==> config.mk <==
export PLATFORM = sky130hd
export DESIGN_NAME = clk_rate_meter
export DESIGN_NICKNAME = d
export VERILOG_FILES = /design/src/rtl/clk_rate_meter.sv
export SDC_FILE = /design/constraint.sdc
export NUM_CORES = 1
export LEC_CHECK = 0
export CAP_MARGIN = 10
export CORE_MARGIN = 4
export CORE_UTILIZATION = 32
export DETAILED_ROUTE_END_ITERATION = 8
export HOLD_SLACK_MARGIN = 0.1
export PLACE_DENSITY = 0.47
export SLEW_MARGIN = 25
export SYNTH_ARGS = -nofsm -noshare
export SYNTH_HDL_FRONTEND = slang
export SYNTH_SLANG_ARGS = --single-unit
==> constraint.sdc <==
create_clock -name clk -period 7.9 [get_ports clk]
set_clock_uncertainty 0.15 [all_clocks]
set_input_delay 0.79 -clock clk [delete_from_list [all_inputs] [get_ports clk]]
set_output_delay 0.79 -clock clk [all_outputs]
set_load 0.01 [all_outputs]
==> src/rtl/clk_rate_meter.sv <==
// rtl/clk_rate_meter.sv - period, lock and timeout meter for a slow asynchronous square wave
module clk_rate_meter #(
    parameter int CNT_W       = 27,
    parameter int TIMEOUT     = 125_000_000,
    parameter int TOL         = 16,
    parameter int SYNC_STAGES = 2
) (
    input  logic             clk,
    input  logic             rst,
    input  logic             sig_in,
    output logic             tick,
    output logic [CNT_W-1:0] period,
    output logic             period_valid,
    output logic             locked,
    output logic             timeout
);

    typedef enum logic {
        IDLE,
        MEASURE
    } state_t;

    localparam logic [CNT_W-1:0] CNT_LAST = CNT_W'(TIMEOUT - 1);
    localparam logic [CNT_W-1:0] CNT_ONE  = CNT_W'(1);
    localparam logic [CNT_W-1:0] TOL_C    = CNT_W'(TOL);

    state_t                 state, state_nxt;
    logic [SYNC_STAGES-1:0] sync_q;
    logic                   s, s_d, rise;
    logic [CNT_W-1:0]       cnt, cnt_nxt;
    logic [CNT_W-1:0]       prev_period, prev_nxt;
    logic [CNT_W-1:0]       period_nxt;
    logic                   locked_nxt, pv_nxt, to_nxt;
    logic [CNT_W-1:0]       new_period, diff;

    assign s    = sync_q[SYNC_STAGES-1];
    assign rise = s & ~s_d;

    // Metastability chain plus delayed copy for rising-edge detection
    always_ff @(posedge clk) begin
        if (rst) begin
            sync_q <= '0;
            s_d    <= 1'b0;
        end else begin
            sync_q <= {sync_q[SYNC_STAGES-2:0], sig_in};
            s_d    <= s;
        end
    end

    // Edge-to-edge cycle count is cnt+1 because cnt restarts at 0 on the edge cycle
    assign new_period = cnt + CNT_ONE;
    assign diff       = (new_period >= prev_period) ? (new_period - prev_period)
                                                    : (prev_period - new_period);

    // Next-state and next-output logic; a rise on the last count wins over the timeout
    always_comb begin
        state_nxt  = state;
        cnt_nxt    = cnt;
        period_nxt = period;
        prev_nxt   = prev_period;
        locked_nxt = locked;
        pv_nxt     = 1'b0;
        to_nxt     = 1'b0;
        case (state)
            IDLE: begin
                cnt_nxt = '0;
                if (rise) begin
                    state_nxt = MEASURE;
                end
            end
            MEASURE: begin
                if (rise) begin
                    period_nxt = new_period;
                    pv_nxt     = 1'b1;
                    cnt_nxt    = '0;
                    prev_nxt   = new_period;
                    locked_nxt = (prev_period != '0) && (diff <= TOL_C);
                end else if (cnt == CNT_LAST) begin
                    state_nxt  = IDLE;
                    to_nxt     = 1'b1;
                    locked_nxt = 1'b0;
                    period_nxt = '0;
                    prev_nxt   = '0;
                    cnt_nxt    = '0;
                end else begin
                    cnt_nxt = cnt + CNT_ONE;
                end
            end
            default: begin
                state_nxt = IDLE;
                cnt_nxt   = '0;
            end
        endcase
    end

    // State, counters and registered outputs
    always_ff @(posedge clk) begin
        if (rst) begin
            state        <= IDLE;
            cnt          <= '0;
            prev_period  <= '0;
            period       <= '0;
            tick         <= 1'b0;
            period_valid <= 1'b0;
            locked       <= 1'b0;
            timeout      <= 1'b0;
        end else begin
            state        <= state_nxt;
            cnt          <= cnt_nxt;
            prev_period  <= prev_nxt;
            period       <= period_nxt;
            tick         <= rise;
            period_valid <= pv_nxt;
            locked       <= locked_nxt;
            timeout      <= to_nxt;
        end
    end

endmodule

==> results.txt <==
Results of the flow run.

The run finished with clean final reports. The depth of the critical timing path with buffers and inverters included stands at 20. The actual slew at the worst max-slew pin stands at 659 ps.

In this design, the critical path's most frequently occurring cell is ha_1. The I/O pin count stands at 34. Per the post-synthesis report, the number of cells in the design is 735. The wire length of the first global-routing pass stands at 28400 um. The total number of vias stands at 5261.

Summed over all layers, the global routing overflow is 0. Yosys reports the multiplexer fraction of the synthesized area as 0.00942. The quantity of hold-fixing buffers added after cts stands at 0. The number of resized instances in the post-cts repair step stands at 0.

After synthesis the cells add up to 5320 sq um. For this run, combinational gates with multiple inputs come to 576. Looking at the worst setup and hold paths, the clock pins of their registers show a slew of 50 ps. The count of cells in the finished layout, fillers not included, comes to 973. The chip footprint stands at 18700 sq um. The number of cells after detailed placement stands at 957. Ranking logic cells in the layout by count gives the top entries nand2_1, nor2_1, inv_1. The registers reported with the highest flop counts are cnt x27, prev_period x27, sync_q x2. After routing, the total negative slack on setup checks comes to 0 ps.

The synthesized netlist net count stands at 792. Setup repair after global routing left no endpoint under its margin. Across the run, the number of max-cap violations was 0. The buffer levels on the longest clock path stands at 2. The number of logic inverters in the finished layout stands at 66. Of the total standard cell area in the layout, the multi-input combinational portion is 0.604. The placed wire-length estimate stands at 14500 um. The area of all placed cells without fillers stands at 6110 sq um. The total power density per cell area stands at 124 nW/um^2. The area fraction of the largest cell type after synthesis is 0.234. STA classifies the critical path startpoint as a register.

The delay of the slowest cell on the worst path stands at 560 ps. The post-CTS repair timing setup buffer count stands at 0. The share of synthesized registers carrying an async set or reset stands at 0. The effective utilization at floorplan stands at 0.331. The logic depth of the worst register-to-register path stands at 20. The top achievable clock speed stands at 170 MHz. The number of iterations in the first detailed-routing pass stands at 5. OpenSTA lists the critical path startpoint as cnt[0]$_SDFF_PP0_. The biggest slice of the area belongs to logic gates. Ranked by total cell area, the synthesized netlist is headed by dfxtp_1, ha_1, nand2_1. Post-synth the commonest register cell is dfxtp_1. The placed cell area stands at 5810 sq um. Input and output buffers added on the ports amount to 33. The layout summary lists the proportion of cells stronger than drive strength 1 as 0.0410. The warning tally printed by Yosys for this design is 0.
==> routing by layer <==
layer,wire length (um),GRT usage,up-vias,share of wire
met2,7870,0.300,140,0.44
met4,185,0.0432,0,0.010
li1,-,-,2595,-
met1,9090,0.291,2513,0.51
met3,755,0.0261,13,0.042
met5,0,0,-,0
==> report_power, final <==
group          switching, uW  internal [uW]  leakage, uW  total (uW)
clock                    139            261     0.000146         399
combinational           27.3           16.7      0.00205        44.1
sequential              1.02            314     0.000500         315
total                    167            592      0.00269         759
==> through the flow <==
step	power, uW	setup WS (ps)
after floorplan	351	3190
after global placement	365	2310
after detailed placement	365	2150
after CTS	768	2120
after global routing	787	1660
final	759	2030
**Signal wires on met3**

Drawn at 3 px/um.
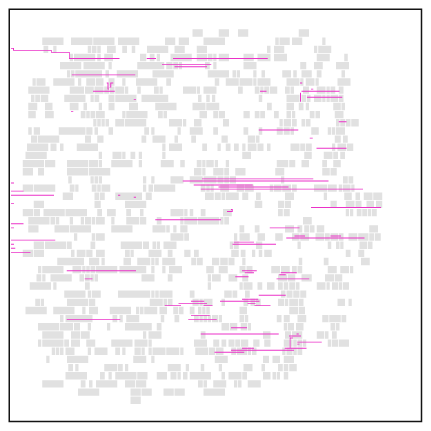
longest straight run: 53.8 um
wire length on this layer: 755 um

**Wire density map**

Drawn at 3 px/um. 27 x 27 tiles, from dark blue (low) to red (high), scaled to the fullest tile. Values are wire area over tile area, all layers added.
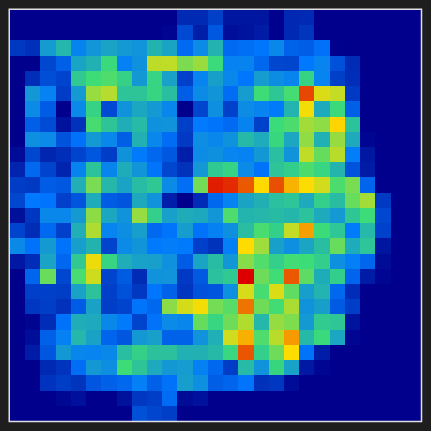
fullest tile: 0.61
mean over tiles: 0.15
densest ninth of the die: centre
emptiest ninth of the die: lower right
total global-route track usage: 0.195
Avg WL per Cell: 18.4 um

**I/O pins on the die edge**

Drawn at 3 px/um. Pins as bars across the die edge, other pins in grey.
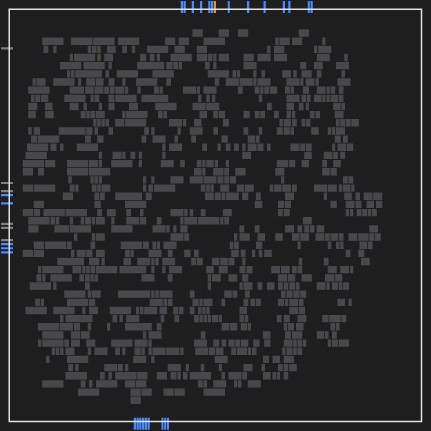
[`locked`] orange | pins: 1 | direction: output | edge: top
[`period`] blue | pins: 27 | direction: output | edge: 13 top, 9 bottom, 5 left

Power figures rest on the tool's default switching activity, not on a simulated workload.
